`config.mk`:
```
export PLATFORM = sky130hd
export DESIGN_NAME = clk_div_prog
export DESIGN_NICKNAME = d
export VERILOG_FILES = /design/src/rtl/clk_div_prog.sv
export SDC_FILE = /design/constraint.sdc
export NUM_CORES = 1
export LEC_CHECK = 0
export ABC_AREA = 1
export CAP_MARGIN = 20
export CORE_ASPECT_RATIO = 1.4
export CORE_MARGIN = 4
export CORE_UTILIZATION = 48
export DETAILED_ROUTE_END_ITERATION = 7
export GPL_TIMING_DRIVEN = 1
export HOLD_SLACK_MARGIN = 0.1
export MAX_ROUTING_LAYER = met4
export PLACE_DENSITY_LB_ADDON = 0.12
export SLEW_MARGIN = 20
export SYNTH_ARGS = -nofsm -noshare
export SYNTH_HDL_FRONTEND = slang
export SYNTH_SLANG_ARGS = --single-unit
```
`constraint.sdc`:
```
create_clock -name CLK_IN -period 1.8 [get_ports CLK_IN]
set_clock_uncertainty 0.2 [all_clocks]
set_input_delay 0.27 -clock CLK_IN [delete_from_list [all_inputs] [get_ports CLK_IN]]
set_output_delay 0.27 -clock CLK_IN [all_outputs]
set_load 0.1 [all_outputs]
```
`src/rtl/clk_div_prog.sv`:
```
// Programmable divider: CLK_OUT pattern and CE_OUT strobe, with bit-slip phase shift and lock flag.
// Outputs lag internal state by one CLK_IN cycle; no backpressure, requests captured every cycle.
module clk_div_prog #(
  parameter int DIV_WIDTH   = 4,
  parameter int DEFAULT_DIV = 4
) (
  input  logic                 CLK_IN,
  input  logic                 SRESET,
  input  logic                 ENABLE,
  input  logic [DIV_WIDTH-1:0] DIV_VAL,
  input  logic                 DIV_LOAD,
  input  logic                 BIT_SLIP,
  output logic                 CLK_OUT,
  output logic                 CE_OUT,
  output logic [DIV_WIDTH-1:0] DIV_ACTIVE,
  output logic                 SLIP_DONE,
  output logic                 LOCKED
);

  localparam logic [DIV_WIDTH-1:0] DEF_DIV = DIV_WIDTH'(DEFAULT_DIV);
  localparam logic [DIV_WIDTH-1:0] ONE     = DIV_WIDTH'(1);
  localparam logic [DIV_WIDTH-1:0] TWO     = DIV_WIDTH'(2);

  logic [DIV_WIDTH-1:0] cnt;
  logic [DIV_WIDTH-1:0] n_act;
  logic [DIV_WIDTH-1:0] n_pend;
  logic                 run;
  logic                 pend_div;
  logic                 pend_slip;
  logic                 slip_d;
  logic                 hold;
  logic                 ce_seen;
  logic                 lock;

  logic [DIV_WIDTH:0]   half;
  logic                 last;
  logic                 ce_now;
  logic                 clk_now;
  logic                 slip_rise;
  logic [DIV_WIDTH-1:0] div_clamped;

  always_comb begin
    half        = ({1'b0, n_act} + {{DIV_WIDTH{1'b0}}, 1'b1}) >> 1;
    last        = (cnt == (n_act - ONE));
    ce_now      = run && (cnt == '0) && !hold;
    clk_now     = run && ({1'b0, cnt} < half);
    slip_rise   = BIT_SLIP && !slip_d;
    div_clamped = (DIV_VAL < TWO) ? TWO : DIV_VAL;
  end

  always_ff @(posedge CLK_IN) begin
    if (SRESET) begin
      cnt       <= '0;
      run       <= 1'b0;
      n_act     <= DEF_DIV;
      n_pend    <= DEF_DIV;
      pend_div  <= 1'b0;
      pend_slip <= 1'b0;
      slip_d    <= 1'b0;
      hold      <= 1'b0;
      ce_seen   <= 1'b0;
      lock      <= 1'b0;
      CLK_OUT   <= 1'b0;
      CE_OUT    <= 1'b0;
      SLIP_DONE <= 1'b0;
    end else begin
      CLK_OUT   <= clk_now;
      CE_OUT    <= ce_now;
      SLIP_DONE <= run && hold;
      slip_d    <= BIT_SLIP;

      // Exclusive with the clear below: applying a slip requires pend_slip already set.
      if (slip_rise && !pend_slip)
        pend_slip <= 1'b1;

      if (!run) begin
        cnt  <= '0;
        hold <= 1'b0;
        if (ENABLE)
          run <= 1'b1;
      end else if (!ENABLE) begin
        run     <= 1'b0;
        cnt     <= '0;
        hold    <= 1'b0;
        lock    <= 1'b0;
        ce_seen <= 1'b0;
      end else begin
        if (ce_now) begin
          if (ce_seen)
            lock <= 1'b1;
          else
            ce_seen <= 1'b1;
        end
        if (last && pend_slip && !hold) begin
          hold      <= 1'b1;
          pend_slip <= 1'b0;
        end else if (last) begin
          cnt  <= '0;
          hold <= 1'b0;
          if (pend_div) begin
            n_act    <= n_pend;
            pend_div <= 1'b0;
            if (n_pend != n_act) begin
              lock    <= 1'b0;
              ce_seen <= 1'b0;
            end
          end
        end else begin
          cnt <= cnt + ONE;
        end
      end

      // Placed last so a load on the wrap edge re-arms pend_div for the next wrap.
      if (DIV_LOAD) begin
        n_pend   <= div_clamped;
        pend_div <= 1'b1;
      end
    end
  end

  assign DIV_ACTIVE = n_act;
  assign LOCKED     = lock;

endmodule

```
### Cell density map

Scale: 4 px per um. 5 x 7 tiles, from dark purple (low) to yellow (high), 0 to 100% covered.
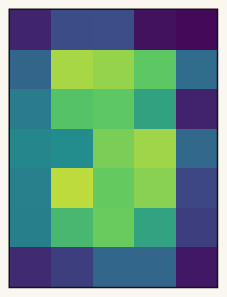
23% of the tiles are over 75% full. The mean over all tiles is 46%. The densest ninth of the die: centre. The fullest tile reaches 90%.

### Gate families picked out

Scale: 6 px per um.
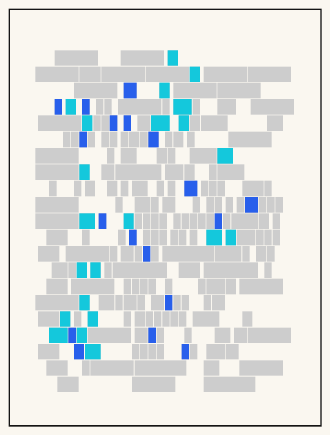
Key: blue = NOR gates [cells 18, most used nor2_1]; cyan = inverting AOI/OAI gates [cells 22, most used a21oi_1]

==> design notes <==
The signal on the critical path passes through inv_4, ha_4, inv_2, nand2_1, nand2_1, nor2_1, nand2_1, nor2_2, buf_12, nand2_1, nand2_2, a21oi_1. With the number of iterations in the first detailed-routing pass at 4, the number of maximum-capacitance violations is 0. The run gives 222 as the number of fill cells. The tools report the half-perimeter wire length of the detailed placement result as 2259 um.

For the fraction of the yosys area taken by sequential cells, the log shows 34.31%. Uppermost metal layer occupied by signal nets: met4. The net count reported at finish is 234, and the layout sequential cell count is 22. Clock latency on the worst-skew pair, taken at its later pin, is 0.31 ns. For this run, design rule violations remaining after detail routing come to 0. With the clock network power share at 34.8%, the required time of the critical path is 1.82 ns.

After its last routability iteration, the placer logged a weighted congestion of 0.9188. The flip-flop and latch count after synthesis is 22. The non-clock inverter instance count of the final layout was 32. The static leakage was 0.7905 nW; the mean area per synthesized cell was 6.583 sq um. After clock tree synthesis, the clock-pin slew on the worst setup and hold paths is 0.12 ns. The maximum achievable frequency came out at 0.5633 GHz. The final layout report lists a clock buffer count of 4. The run gives 17 for the number of I/O pins.

CTS added clock buffers totalling 3. From synthesis to final layout, the design area changed by 31.29%. The storage element area is 452.9 sq um. The run gives 195 as the yosys stat cell total. The stage delay of the slowest cell on the critical path works out to 0.40 ns. By instance count, the cell type seen most on the critical path is sky130_fd_sc_hd__nand2_1. For this design, the CTS-stage hold fixing added 0 buffers. The highest supply drop recorded on VDD is 0.0004985 V.

Across all hold checks on the routed design, the worst slack comes to 0.2725 ns. The initialized floorplan defines 21 standard-cell rows. The run gives 17.67% for the buffering overhead. The logs give 1284 sq um for the yosys synthesis chip area and 1623 sq um for the placement-stage cell area. The script logs the mean routed wire length per placed instance as 11.10 um.

Prior to clock tree synthesis, the placed netlist has a worst setup slack of -0.0007033 ns. The cell count after synthesis came out at 195. Setup repair after global routing could not meet its margin everywhere. The final hold violation count came out at 0. TritonCTS built the clock tree. The number of standard cells in the final layout excluding fillers is 251. The run finished with clean final reports. In this run the tightest slew margin relative to its limit is 81.20%. Per report_power, the top consumer among the power groups is registers. The share of cell area taken by flip-flops and latches is 26.87%. For this run, combinational gates with multiple inputs come to 137. The run gives 0.101 mW as the power of the combinational group.

The initial antenna violation count is 0. The number of gates given a new drive strength after cts is 1. Setup slack closes at 0.02467 ns.

The logs give 2787 um for the total routed wirelength and 3577 sq um for the overall die area. Gate family responsible for the most delay along the worst path: simple AND/OR/NAND/NOR gates. For this configuration, the core starts out at a cell density of 51.98%. With the antenna cell count at 0, the count of tool warnings is 31.

The number of warnings reported in the yosys synthesis log was 0; the number of vias per cell was 4.964. Sum of met2 wire segment lengths after detailed routing: 1477 um. With the number of global-route vias before repair at 1,231, the part of the total power dissipated in combinational logic is 10.8%. The global routing's busiest layer was met2. Yosys mapped a number of flops with a built-in enable equal to 0.

Including well taps, the total number of placed cells is 247. The synthesized netlist net count is 211. The arrival time of data at the worst endpoint is listed as 1.79 ns. Summing all multi-input logic gate instances after layout gives 716.9 sq um.

Area share of the largest cell type after synthesis: 34.31%.
### Nets reached from selected ports

Scale: 6 px per um.
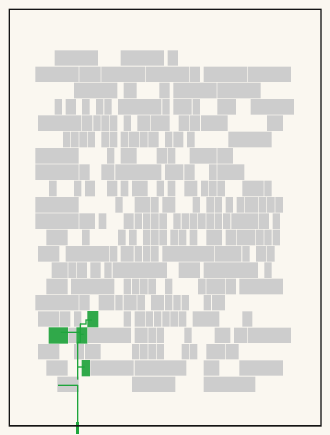
Key: green = `DIV_LOAD` [direction input, edge bottom, end cells 4, buffers 1, wire 26.8 um]

==> final timing paths <==
kind / slack (ns) / start / to / cells after the start
worst min register to register: 0.27 / ce_seen / ce_seen / 2
worst max-delay path: 0.02 / DIV_ACTIVE[1] / LOCKED / 12
worst max register to register: 0.02 / DIV_ACTIVE[1] / LOCKED / 12
worst min-delay path: 0.27 / ce_seen / ce_seen / 2
==> layout by cell type, fill, tap and decap left out, drive strengths merged <==
cell,instances
inv,31
a211oi,2
nor3,2
nor2,16
ha,7
clkinv,1
clkbuf,4
buf,14
xor2,3
nand4,5
clkdlybuf4s50,8
o21bai,1
o311ai,1
o21ai,5
nand3,14
nand2,67
xnor2,1
a21boi,1
a21oi,12
dfxtp,22
==> Yosys cell counts, types with 3 or more instances <==
master and number:
sky130_fd_sc_hd__nand2_1 64, sky130_fd_sc_hd__nand2_2 3, sky130_fd_sc_hd__a21oi_1 12, sky130_fd_sc_hd__inv_1 25
sky130_fd_sc_hd__ha_1 7, sky130_fd_sc_hd__nor2_1 14, sky130_fd_sc_hd__nand3_1 12, sky130_fd_sc_hd__xor2_1 3
sky130_fd_sc_hd__nand4_1 5, sky130_fd_sc_hd__o21ai_0 5, sky130_fd_sc_hd__dfxtp_1 22, sky130_fd_sc_hd__inv_2 6
==> stage by stage <==
| stage | TNS (ns) | util (%) |
|---|---|---|
| 2_1_floorplan | -0.7270 | - |
| 3_3_place_gp | 0 | 65.70 |
| 3_5_place_dp | -0.0007033 | 65.70 |
| 4_1_cts | -0.01304 | 67.63 |
| 5_1_grt | -1.123 | 68.24 |
| 6_report | 0 | 68.24 |
==> cell families after synthesis <==
logic type      after synthesis  synth area share (%)
fa+ha+maj                     7                 6.822
simple gates                104                 34.70
xor+xnor                      4                 2.730
compound gates               22                 9.649
buf+inv                      36                 11.79
flops                        22                 34.31
Power is estimated from default activity; no workload was simulated.
